Run 1, clock distribution:
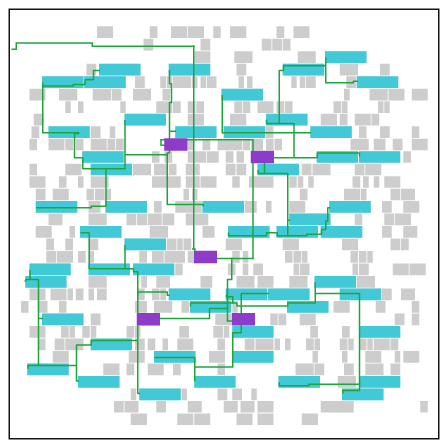
Run 1, wiring by layer:
Bar = 20 µm.
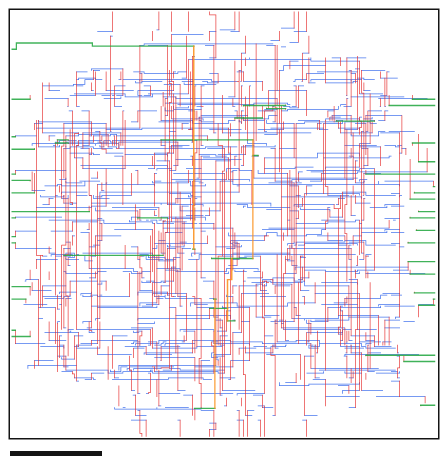
Run 1, I/O nets highlighted:
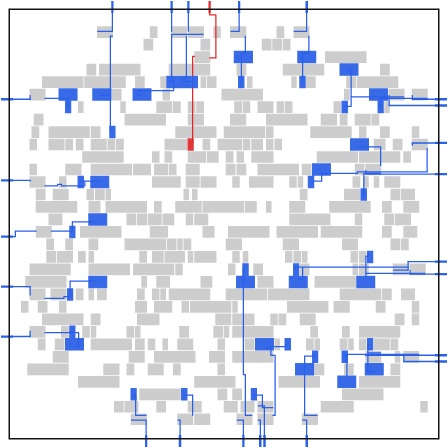
`config.mk`:
```
export PLATFORM = sky130hd
export DESIGN_NAME = pixel_repeat_x4
export DESIGN_NICKNAME = d
export VERILOG_FILES = /design/src/rtl/pixel_pkg.sv /design/src/rtl/pixel_hold_reg.sv /design/src/rtl/pixel_repeat_x4.sv
export SDC_FILE = /design/constraint.sdc
export NUM_CORES = 1
export LEC_CHECK = 0
export CAP_MARGIN = 30
export CORE_MARGIN = 2
export CORE_UTILIZATION = 37
export DETAILED_ROUTE_END_ITERATION = 8
export GPL_TIMING_DRIVEN = 0
export PLACE_DENSITY_LB_ADDON = 0.08
export SYNTH_ARGS = -nofsm -noshare
export SYNTH_HDL_FRONTEND = slang
export SYNTH_SLANG_ARGS = --single-unit
```
`constraint.sdc`:
```
create_clock -name clk -period 2.2 [get_ports clk]
set_input_delay 0.33 -clock clk [delete_from_list [all_inputs] [get_ports clk]]
set_output_delay 0.33 -clock clk [all_outputs]
set_load 0.02 [all_outputs]
```
`src/rtl/pixel_pkg.sv`:
```
// Shared pixel-path constants: word width, RGB field positions and the
// decimate/repeat factor common to the decimator and the expander.
package pixel_pkg;

   localparam int unsigned PIX_W         = 24;
   localparam int unsigned R_MSB         = 23;
   localparam int unsigned R_LSB         = 16;
   localparam int unsigned G_MSB         = 15;
   localparam int unsigned G_LSB         = 8;
   localparam int unsigned B_MSB         = 7;
   localparam int unsigned B_LSB         = 0;
   localparam int unsigned REPEAT_FACTOR = 4;

   typedef enum logic {
      ST_IDLE = 1'b0,
      ST_EMIT = 1'b1
   } rep_state_e;

   function automatic logic [PIX_W-1:0] rgb_pack(input logic [7:0] r,
                                                 input logic [7:0] g,
                                                 input logic [7:0] b);
      logic [PIX_W-1:0] w;
      w              = '0;
      w[R_MSB:R_LSB] = r;
      w[G_MSB:G_LSB] = g;
      w[B_MSB:B_LSB] = b;
      return w;
   endfunction

endpackage

```
`src/rtl/pixel_hold_reg.sv`:
```
// Single-entry pending register: load fills it, unload empties it,
// clr flushes it. Load and unload are never asserted together.
module pixel_hold_reg
   import pixel_pkg::*;
#(
   parameter int unsigned DATA_W = PIX_W
) (
   input  logic              clk,
   input  logic              rst_n,
   input  logic              clr,
   input  logic              load,
   input  logic              unload,
   input  logic [DATA_W-1:0] din,
   output logic [DATA_W-1:0] dout,
   output logic              full
);

   logic [DATA_W-1:0] data_q, data_d;
   logic              full_q, full_d;

   always_comb begin
      data_d = data_q;
      full_d = full_q;
      if (clr) begin
         data_d = '0;
         full_d = 1'b0;
      end else if (load) begin
         data_d = din;
         full_d = 1'b1;
      end else if (unload) begin
         full_d = 1'b0;
      end
   end

   always_ff @(posedge clk or negedge rst_n) begin
      if (!rst_n) begin
         data_q <= '0;
         full_q <= 1'b0;
      end else begin
         data_q <= data_d;
         full_q <= full_d;
      end
   end

   assign dout = data_q;
   assign full = full_q;

endmodule

```
`src/rtl/pixel_repeat_x4.sv`:
```
// Horizontal pixel expander: each accepted word is emitted FACTOR times,
// with a pending slot so the stream stays gap-free under full-rate reads.
module pixel_repeat_x4
   import pixel_pkg::*;
#(
   parameter int unsigned DATA_W = PIX_W,
   parameter int unsigned FACTOR = REPEAT_FACTOR,
   parameter int unsigned CNT_W  = $clog2(FACTOR)
) (
   input  logic              clk,
   input  logic              rst_n,
   input  logic              sync_clr,
   input  logic              in_valid,
   input  logic [DATA_W-1:0] in_data,
   output logic              in_ready,
   input  logic              out_ready,
   output logic              out_valid,
   output logic [DATA_W-1:0] out_data,
   output logic              out_first
);

   localparam logic [CNT_W-1:0] CNT_LAST = CNT_W'(FACTOR - 1);

   rep_state_e        state_q, state_d;
   logic [DATA_W-1:0] cur_q, cur_d;
   logic [CNT_W-1:0]  cnt_q, cnt_d;
   logic              first_q, first_d;

   logic              in_xfer, out_xfer, last_xfer;
   logic              hold_load, hold_unload, hold_full;
   logic [DATA_W-1:0] hold_data;

   // in_ready comes straight off the pending-full flop, so it is registered
   assign in_ready    = ~hold_full;
   assign in_xfer     = in_valid & in_ready;
   assign out_xfer    = out_valid & out_ready;
   assign last_xfer   = out_xfer & (cnt_q == CNT_LAST);
   assign hold_load   = ~sync_clr & in_xfer & (state_q == ST_EMIT) & ~last_xfer;
   assign hold_unload = ~sync_clr & last_xfer & hold_full;

   pixel_hold_reg #(
      .DATA_W (DATA_W)
   ) u_hold (
      .clk    (clk),
      .rst_n  (rst_n),
      .clr    (sync_clr),
      .load   (hold_load),
      .unload (hold_unload),
      .din    (in_data),
      .dout   (hold_data),
      .full   (hold_full)
   );

   always_ff @(posedge clk or negedge rst_n) begin
      if (!rst_n) begin
         state_q <= ST_IDLE;
         cur_q   <= '0;
         cnt_q   <= '0;
         first_q <= 1'b0;
      end else begin
         state_q <= state_d;
         cur_q   <= cur_d;
         cnt_q   <= cnt_d;
         first_q <= first_d;
      end
   end

   always_comb begin
      state_d = state_q;
      cur_d   = cur_q;
      cnt_d   = cnt_q;
      first_d = first_q;
      if (sync_clr) begin
         state_d = ST_IDLE;
         cur_d   = '0;
         cnt_d   = '0;
         first_d = 1'b0;
      end else begin
         unique case (state_q)
            ST_IDLE: begin
               if (in_xfer) begin
                  state_d = ST_EMIT;
                  cur_d   = in_data;
                  cnt_d   = '0;
                  first_d = 1'b1;
               end
            end
            ST_EMIT: begin
               // Last copy: pending word first, then same-cycle bypass, else drain
               if (last_xfer) begin
                  cnt_d = '0;
                  if (hold_full) begin
                     cur_d   = hold_data;
                     first_d = 1'b1;
                  end else if (in_xfer) begin
                     cur_d   = in_data;
                     first_d = 1'b1;
                  end else begin
                     state_d = ST_IDLE;
                     first_d = 1'b0;
                  end
               end else if (out_xfer) begin
                  cnt_d   = cnt_q + CNT_W'(1);
                  first_d = 1'b0;
               end
            end
            default: state_d = ST_IDLE;
         endcase
      end
   end

   always_comb begin
      out_valid = (state_q == ST_EMIT);
      out_data  = out_valid ? cur_q : '0;
      out_first = out_valid & first_q;
   end

endmodule

```
==> notes.md, run 1 <==
Implementation results. The biggest area contributor in the post-synthesis netlist is dfrtp_1. First-pass detailed-route iteration total landed at 4. The worst register-to-register path ends at u_hold.dout[21]$_DFFE_PN0P_. Per STA, the library cell used most along the worst path is clkbuf_4. In this run the most used layer during global routing was met2. Arrival time at the worst endpoint landed at 1.77 ns. The routed layout reports a DRC error count of 0. Per the final report, max-transition violations number 0. Per the detail_route report, vias per standard cell equal around 5. Chip area from the yosys synthesis statistics landed at between 2000 and 3000 µm². In the final layout, the share of cells above drive strength 1 is 0.1425.

Per the OpenROAD floorplan log, the width of the die is ~93 µm. The type recorded for the worst min-delay path is primary input to async pin. Post-synthesis average cell area landed at between 9 and 10 µm². Longest individual stage delay on the worst path landed at roughly 0.4 ns.

Leakage power figure landed at approximately 1.8 nW. Warning total across the stage logs landed at 26. Total of fill cells in the finished design landed at between 700 and 800. Per STA, the worst path is made up of clkbuf_4, clkbuf_4, clkbuf_4, and2_1, dlygate4sd2_1. The largest individual stage delay along the critical path comes from the cell dfrtp_1. For this run, the final setup violation count is recorded as 0.

By instance count, the leading cell after synthesis is dfrtp_1. Once the clock tree was built, the setup fixing pass inserted 0 buffers. Net switching power figure landed at between 600 and 700 µW. The worst setup path is of the flip-flop to primary output kind. Summed over all nets, wire length on met2 after detailed routing comes to ~3300 µm. Per Yosys stat, the portion of area used by sequential elements is 0.4503. Setup repair after global routing left no endpoint under its margin.

The die covers roughly 8700 µm². Height of the chip landed at roughly 93 µm. Setup slack of the most critical reg-to-reg path landed at 0.51 ns. Among all flip-flop cells after synthesis, the most frequent one is dfrtp_1. The number of antenna violations at the first check in global routing is 0. The first global-routing pass estimated between 10,000 and 15,000 µm of wire.

Number of nets in the final layout landed at around 400. Buffers plus inverters on the worst setup path landed at 4. In the post-synthesis netlist, the biggest area contributors are dfrtp_1 (45%), a21oi_1 (8.8%), mux2_1 (8.4%), o32a_1 (8.2%), inv_1 (6.2%). Initial core utilization landed at 0.3812. Final HPWL from detailed placement landed at between 5000 and 6000 µm. Proportion of register bits with asynchronous set or reset after synthesis landed at 1.000. The flow ran to the end, and the final reports show no timing, DRC or antenna violations. Net switching share of the total power landed at 0.2958. Count of standard-cell rows landed at 32.

Overflow left after global routing landed at 0. Synthesized cell area landed at between 2000 and 3000 µm². STA classifies the critical path endpoint as a primary output. Count of unique library cells instantiated by Yosys landed at 29. Total inserted antenna cells landed at 0. Fraction of synthesized cell area taken by the top area cell type landed at 0.4503. The final timing summary puts the cycle share of the worst path at 0.9529. Number of global-route vias before repair landed at roughly 2,400. The report counts max-capacitance violations totalling 0. The cell family contributing the most delay on the critical path is buffers and inverters. Global-route track usage on met2 landed at 0.2872.

Looking at the clock tree report, the root buffer type is clkbuf_8. The global routing report lists met1 layer usage as 0.2523. In the layout the commonest cells are dfrtp_1 (53), a21oi_1 (52), inv_1 (49). Yosys stat counts slightly above 300 cells in the synthesized netlist.

Post-synth net total landed at roughly 330. The routed design could run at a clock period as short as between 2 and 2.5 ns. The detail route stage leaves a number of antenna-violating nets equal to 0. Sequential power landed at roughly 1.1 mW.

Setup total negative slack landed at 0 ns. For met3 alone, demand over resource in global routing was 0.03707. Biggest fanout along the worst timing path landed at 10. Power drawn by the combinational cells landed at ~480 µW. Signal routing reaches up to met4.

Number of flops mapped to enable cells by yosys landed at 0. Checking max transition, the worst relative margin is 0.5759. Per report_power, the top consumer among the power groups is registers. Clock transition time at the flip-flop clock pins of the worst setup and hold paths landed at 0.10 ns. Count of H-tree levels built during CTS landed at 2. In this run, synthesis produced a sequential element count of between 50 and 60.

Entering global routing, the biggest net connects 29 pins. Dividing total power by cell area gives a power density of 585.1 nW/µm². In this run the critical register-to-register path is launched from cnt_q[0]$_DFFE_PN0P_. Combinational cell fraction of total power landed at 0.224. At the end of routability-driven placement, the weighted congestion stood at around 0.74. Static timing analysis puts the maximum clock frequency at about 480 MHz.

Detailed-route iteration 0 reported a violation count of around 120. The critical path starts at out_valid$_DFF_PN0_. Once the clock tree was built, the resizer swapped 33 gates to a different size. The detailed placer reported the number of placed instances as 459. Sequential fraction of design power landed at 0.517. The commonest cells after synthesis are dfrtp_1 (53), a21oi_1 (52), inv_1 (49), and2_1 (25), o32a_1 (24).

CTS added clock buffers totalling 5. The worst setup path is launched from a flip-flop. Number of cell instances on the worst register-to-register path landed at 5.

Total length of routed met3 wires landed at roughly 300 µm. The internal portion of the total power is ~1.5 mW. VDD sags by at most 0.2475 mV. Yosys synthesis warning count landed at 0. Relative to the synthesized area, the layout overhead comes to 23.70%. Endpoints failing hold in the final report were tallied at 0. In the per-layer summary, the met1 wirelength comes to between 3000 and 4000 µm.

OpenSTA lists the critical path endpoint as out_data[17]. Clock tree buffer depth landed at 2. Post-synthesis cell count landed at about 300. Number of stages on the worst setup path landed at 5. Post-route non-filler standard cell count landed at 467.

TritonCTS built the clock tree. Total of hold buffers inserted after clock tree synthesis landed at 0. The required time at the worst endpoint is listed as between 1.5 and 2 ns. The top cell type in the final layout, fill and taps aside, is dfrtp_1. Sink count of the clock tree landed at 53. The total area inside the core boundary comes to about 7700 µm². For the pin with the worst max-slew slack, the measured transition is around 0.64 ns.
About 'clock distribution':
- flip-flops: cyan (count 53)
- clock-net drivers: purple (count 5)
- clock wires: green (length 743 µm)
- flops lie: widely spread
- routed clock nets: 6
Post-Route Skew: 0.006575 ns
clk pwr: 552 µW
insertion delay at the late pin of the worst-skew pair: 0.31 ns
power share of the clock group: 0.259

About 'wiring by layer':
- M1: blue (wire length 3,590 µm)
- M2: red (wire length 3,350 µm)
- M3: green (wire length 302 µm)
- M4: orange (wire length 108 µm)
Via Count: 2,340
overall global routing resource usage: 0.1823
mean routed wirelength per cell: 15.73 µm
WL final: 7345 µm

About 'I/O nets highlighted':
- in_ready: red (bits 1; direction output; end cells 1; buffers 1; wire 32.2 µm)
- in_data: blue (bits 24; direction input; end cells 45; buffers 24; wire 572 µm)
IO Pins: 56
number of buffers added on ports: 54

[run 1: stage by stage]
step / area (µm²) / setup WS, ns / hold WS [ns] / total power [mW] / util
after floorplan: 2945 / 0.4680 / 0.03441 / 1.401 / -
after global placement: 3613 / -1.008 / 0.4756 / 1.612 / 0.4676
after detailed placement: 3628 / -0.3655 / 0.3883 / 1.622 / 0.4696
after CTS: 3694 / 0.002507 / 0.05160 / 2.157 / 0.4780
after global routing: 3643 / 0.01791 / 0.06684 / 2.254 / 0.4715
final: 3643 / 0.1036 / 0.02771 / 2.132 / 0.4715
[run 1: cell type report]
class,count,area [µm²],share of cell area
Sequential cell,53,1326,0.3640
Multi-Input combinational cell,172,1262,0.3465
Timing Repair Buffer,55,470.5,0.1291
Buffer,28,190.2,0.05220
Inverter,49,183.9,0.05048
Tap cell,102,127.6,0.03503
Clock buffer,6,72.57,0.01992
Clock inverter,2,10.01,0.002747
[run 1: sequential cells by signal, indices dropped and copies added, names as in the netlist]
signal / flops
cur_q: 24
u_hold.dout: 24
cnt_q: 2
first_q: 1
out_valid: 1
u_hold.full: 1
[run 1: logic make-up (layout without fill, tap and decap cells)]
| logic type | after synthesis | count (layout) | synth area share |
|---|---|---|---|
| compound gates | 82 | 82 | 0.1886 |
| buf+inv | 77 | 140 | 0.1211 |
| simple gates | 62 | 62 | 0.1351 |
| flops | 53 | 53 | 0.4503 |
| mux | 26 | 26 | 0.09771 |
| fa+ha+maj | 1 | 1 | 0.004247 |
| xor+xnor | 1 | 1 | 0.002974 |
--- run 2 (diff from run 1) ---
--- a/config.mk
+++ b/config.mk
@@ -11,6 +11,7 @@
 export DETAILED_ROUTE_END_ITERATION = 8
 export GPL_TIMING_DRIVEN = 0
 export PLACE_DENSITY_LB_ADDON = 0.08
+export SETUP_SLACK_MARGIN = 0.4
 export SYNTH_ARGS = -nofsm -noshare
 export SYNTH_HDL_FRONTEND = slang
 export SYNTH_SLANG_ARGS = --single-unit
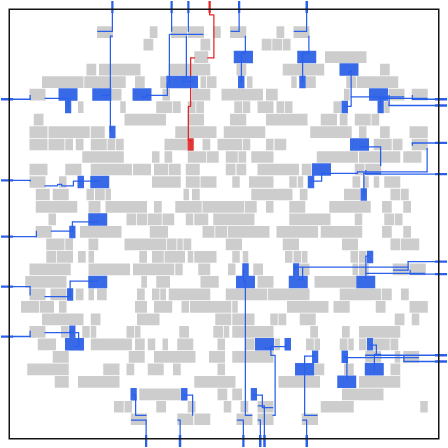
Run 2: I/O nets highlighted

==> run 2 against run 1 <==
Net effect: critical path depth is the same; utilization grew 1.6 points; worst hold slack lost 0.0019 ns; final area grew 3.3%; combinational power grew 9.0%; clock power is essentially flat; critical endpoint is now out_data[5]; non-clock buffer count grew 4; area after synthesis is the same; sequential cell count is the same; routed wire length grew 0.86%.
==> notes.md, run 2 <==
Implementation results. The flow ran to the end, and the final reports show no timing, DRC or antenna violations. The skew report gives the latency at the later pin of the worst-skew pair as 0.31 ns. The tree is rooted in a clkbuf_8.

Clock tree buffer depth landed at 2. By instance count after routing, the leading logic cell types are dfrtp_1 (53), a21oi_1 (52), inv_1 (49). The biggest area contributor in the post-synthesis netlist is dfrtp_1. Per the post-synthesis report, the nets total 332. Number of cell instances after yosys synthesis landed at between 300 and 400. The worst path needs between 1.5 and 2 ns of the cycle, external delays included. The first global-routing pass estimated 12,320 µm of wire. For reference, the clock transition at the flip-flops on the worst setup and hold paths is about 0.10 ns.

The worst register-to-register path depth is 5. Initial core utilization landed at 0.3812. The detail route stage leaves a number of antenna-violating nets equal to 0. The post-route utilization of the core is recorded as 0.4870.

According to the hold report, the worst path is of the primary input to async pin type. In this run the register-to-register setup slack is 0.50 ns. Detailed-route iteration 0 reported a violation count of ~110. Count of standard-cell rows landed at 32. Count of endpoints failing hold in the final timing report landed at 0. Ratio of final minimum period to clock period landed at 0.7935. In the final layout, the share of cells above drive strength 1 is 0.1951. In this run the layout overhead on the synthesized area is reported as 27.78%. The clock tree synthesis step divided the H-tree into 2 levels. Max-cap violations in this run came to 0. In the final layout, the fill cell count is 759.

After detailed routing, the average wire length per cell comes to 15.73 µm. Height of the chip landed at 93.22 µm. For the worst reg-to-reg path, the endpoint reported by OpenROAD is u_hold.dout[13]$_DFFE_PN0P_.

STA classifies the critical path startpoint as a flip-flop. Total inserted antenna cells landed at 0. In this run the worst setup path begins at out_valid$_DFF_PN0_. In the routed layout, each cell is associated on average with a via count of 4.994. Clock tree synthesis found a total of between 50 and 60 sinks. The most common cell in the synthesized netlist is dfrtp_1. Yosys synthesis warning count landed at 0. Fraction of synthesized cell area taken by the top area cell type landed at 0.4503. Required time reported for the critical path endpoint landed at between 1.5 and 2 ns. Power density over cell area landed at between 500 and 600 nW/µm². Count of instances resized after the clock tree is built landed at around 110. Overflow left after global routing landed at 0. In this run, CTS created clock tree buffers numbering 5. Routed via count landed at 2,352. Before any placement, the netlist area is recorded as a little under 3000 µm². In this run the post-CTS setup repair buffer count came out at 2.

After technology mapping, the gate count stands at roughly 300. The worst setup path is captured at a primary output. Proportion of register bits with asynchronous set or reset after synthesis landed at 1.000. Final HPWL from detailed placement landed at roughly 5000 µm. As logged by OpenROAD, the buffers inserted on ports number about 54. Per the finish-stage timing summary, setup violations number 0. After synthesis, the most frequently instantiated cells are dfrtp_1 (53), a21oi_1 (52), inv_1 (49), and2_1 (25), o32a_1 (24). According to the floorplan report, the total die area is a little under 9000 µm².

The post-CTS hold buffer count recorded in the log is 0. For this run, the leading register cell type out of synthesis is dfrtp_1. Per the final report, max-transition violations number 0. The final layout contains 398 nets. Number of flops mapped to enable cells by yosys landed at 0. Highest clock frequency the design can meet landed at 572.9 MHz. In the Yosys stats the netlist draws on 29 distinct library cells. I/O pin count landed at 56. Setup total negative slack landed at 0 ns. Maximum number of pins on one net before global-route repair landed at 29. The launch point of the worst register-to-register path is recorded as cnt_q[0]$_DFFE_PN0P_. According to the Yosys statistics, the synthesized design has a chip area of 2945 µm². Worst slew margin relative to its limit landed at 0.5796. Final weighted congestion in routability-driven placement landed at approximately 0.74.

TritonCTS built the clock tree. Setup repair after global routing could not meet its margin everywhere. In this run the tools logged warnings totalling 27.

Looking at the max-slew report, the worst-margin pin has a slew of around 0.63 ns. For this run, the total global-route usage over all layers was measured as 0.1837. The first TritonRoute pass finished after 4 iterations. Sorting the synthesized cells by area gives the leading types as dfrtp_1 (45%), a21oi_1 (8.8%), mux2_1 (8.4%), o32a_1 (8.2%), inv_1 (6.2%). Among logic cells in the layout, the one with the most instances is dfrtp_1. Biggest fanout along the worst timing path landed at 11. Core footprint landed at 7727 µm². Of the synthesized area, sequential elements account for 0.4503. The die is between 90 and 100 µm wide. The clock arrives with 0.008036 ns of skew. Number of antenna violations at the first check in global routing landed at 0. Number of flip-flops and latches in the synthesized netlist landed at ~53. For reference, the post-synthesis area per instance comes to 9.753 µm². Hold is met by ~0.026 ns.

Final wirelength landed at 7408 µm. In this run the worst setup path terminates at out_data[5]. According to the timing report, the arrival time at the worst endpoint equals 1.42 ns.

Worst supply voltage drop on vdd landed at approximately 0.26 mV. The setup path with the least slack is of type flip-flop to primary output.
==> run 2: where the power goes <==
part / leakage, nW / internal [mW] / switching (mW)
clock network: 0.0450 / 0.222 / 0.332
logic: 1.07 / 0.258 / 0.262
registers: 0.705 / 1.06 / 0.0446
==> run 2: metal layers <==
metal	routed length [µm]	GRT usage	part of all wire	vias to the layer above
li1	-	-	-	1138
met1	3518	0.2539	0.47	1137
met2	3347	0.2872	0.45	67
met3	428	0.03626	0.058	10
met4	114	0.06495	0.015	0
met5	0	0	0	-
==> run 2: stage by stage <==
step | cells | cell area, µm² | total power, mW | setup slack [ns]
global placement | 458 | 3613 | 1.612 | -1.008
CTS | 469 | 3685 | 2.170 | 0.4006
floorplan | 302 | 2945 | 1.401 | 0.4680
detailed placement | 459 | 3628 | 1.622 | -0.3655
global route | 471 | 3764 | 2.299 | 0.3843
finish | 471 | 3764 | 2.176 | 0.4544
==> run 2: cell type report <==
class / instances / area (µm²) / share of cell area
flip-flops and latches: 53 / 1326 / 0.3524
multi-input cells: 172 / 1272 / 0.3381
repair buffers: 59 / 525.5 / 0.1396
plain buffers: 28 / 245.2 / 0.06516
inverters: 49 / 183.9 / 0.04887
well taps: 102 / 127.6 / 0.03391
clock buffers: 6 / 72.57 / 0.01928
clock inverters: 2 / 10.01 / 0.002660
==> run 2: critical path, cell delays in order (launching register included) <==
cell and delay, ns:
dfrtp_1 0.40, buf_6 0.13, clkbuf_16 0.16, clkbuf_16 0.16, and2_1 0.14, buf_6 0.13
==> run 2: logic make-up after synthesis <==
kind of cell	share of synthesized area
AND-OR/OR-AND	0.1886
buffers and inverters	0.1211
AND/OR/NAND/NOR	0.1351
flip-flops	0.4503
multiplexers	0.09771
XOR/XNOR	0.002974
adder cells (fa/ha/maj)	0.004247
Power is estimated from default activity; no workload was simulated.
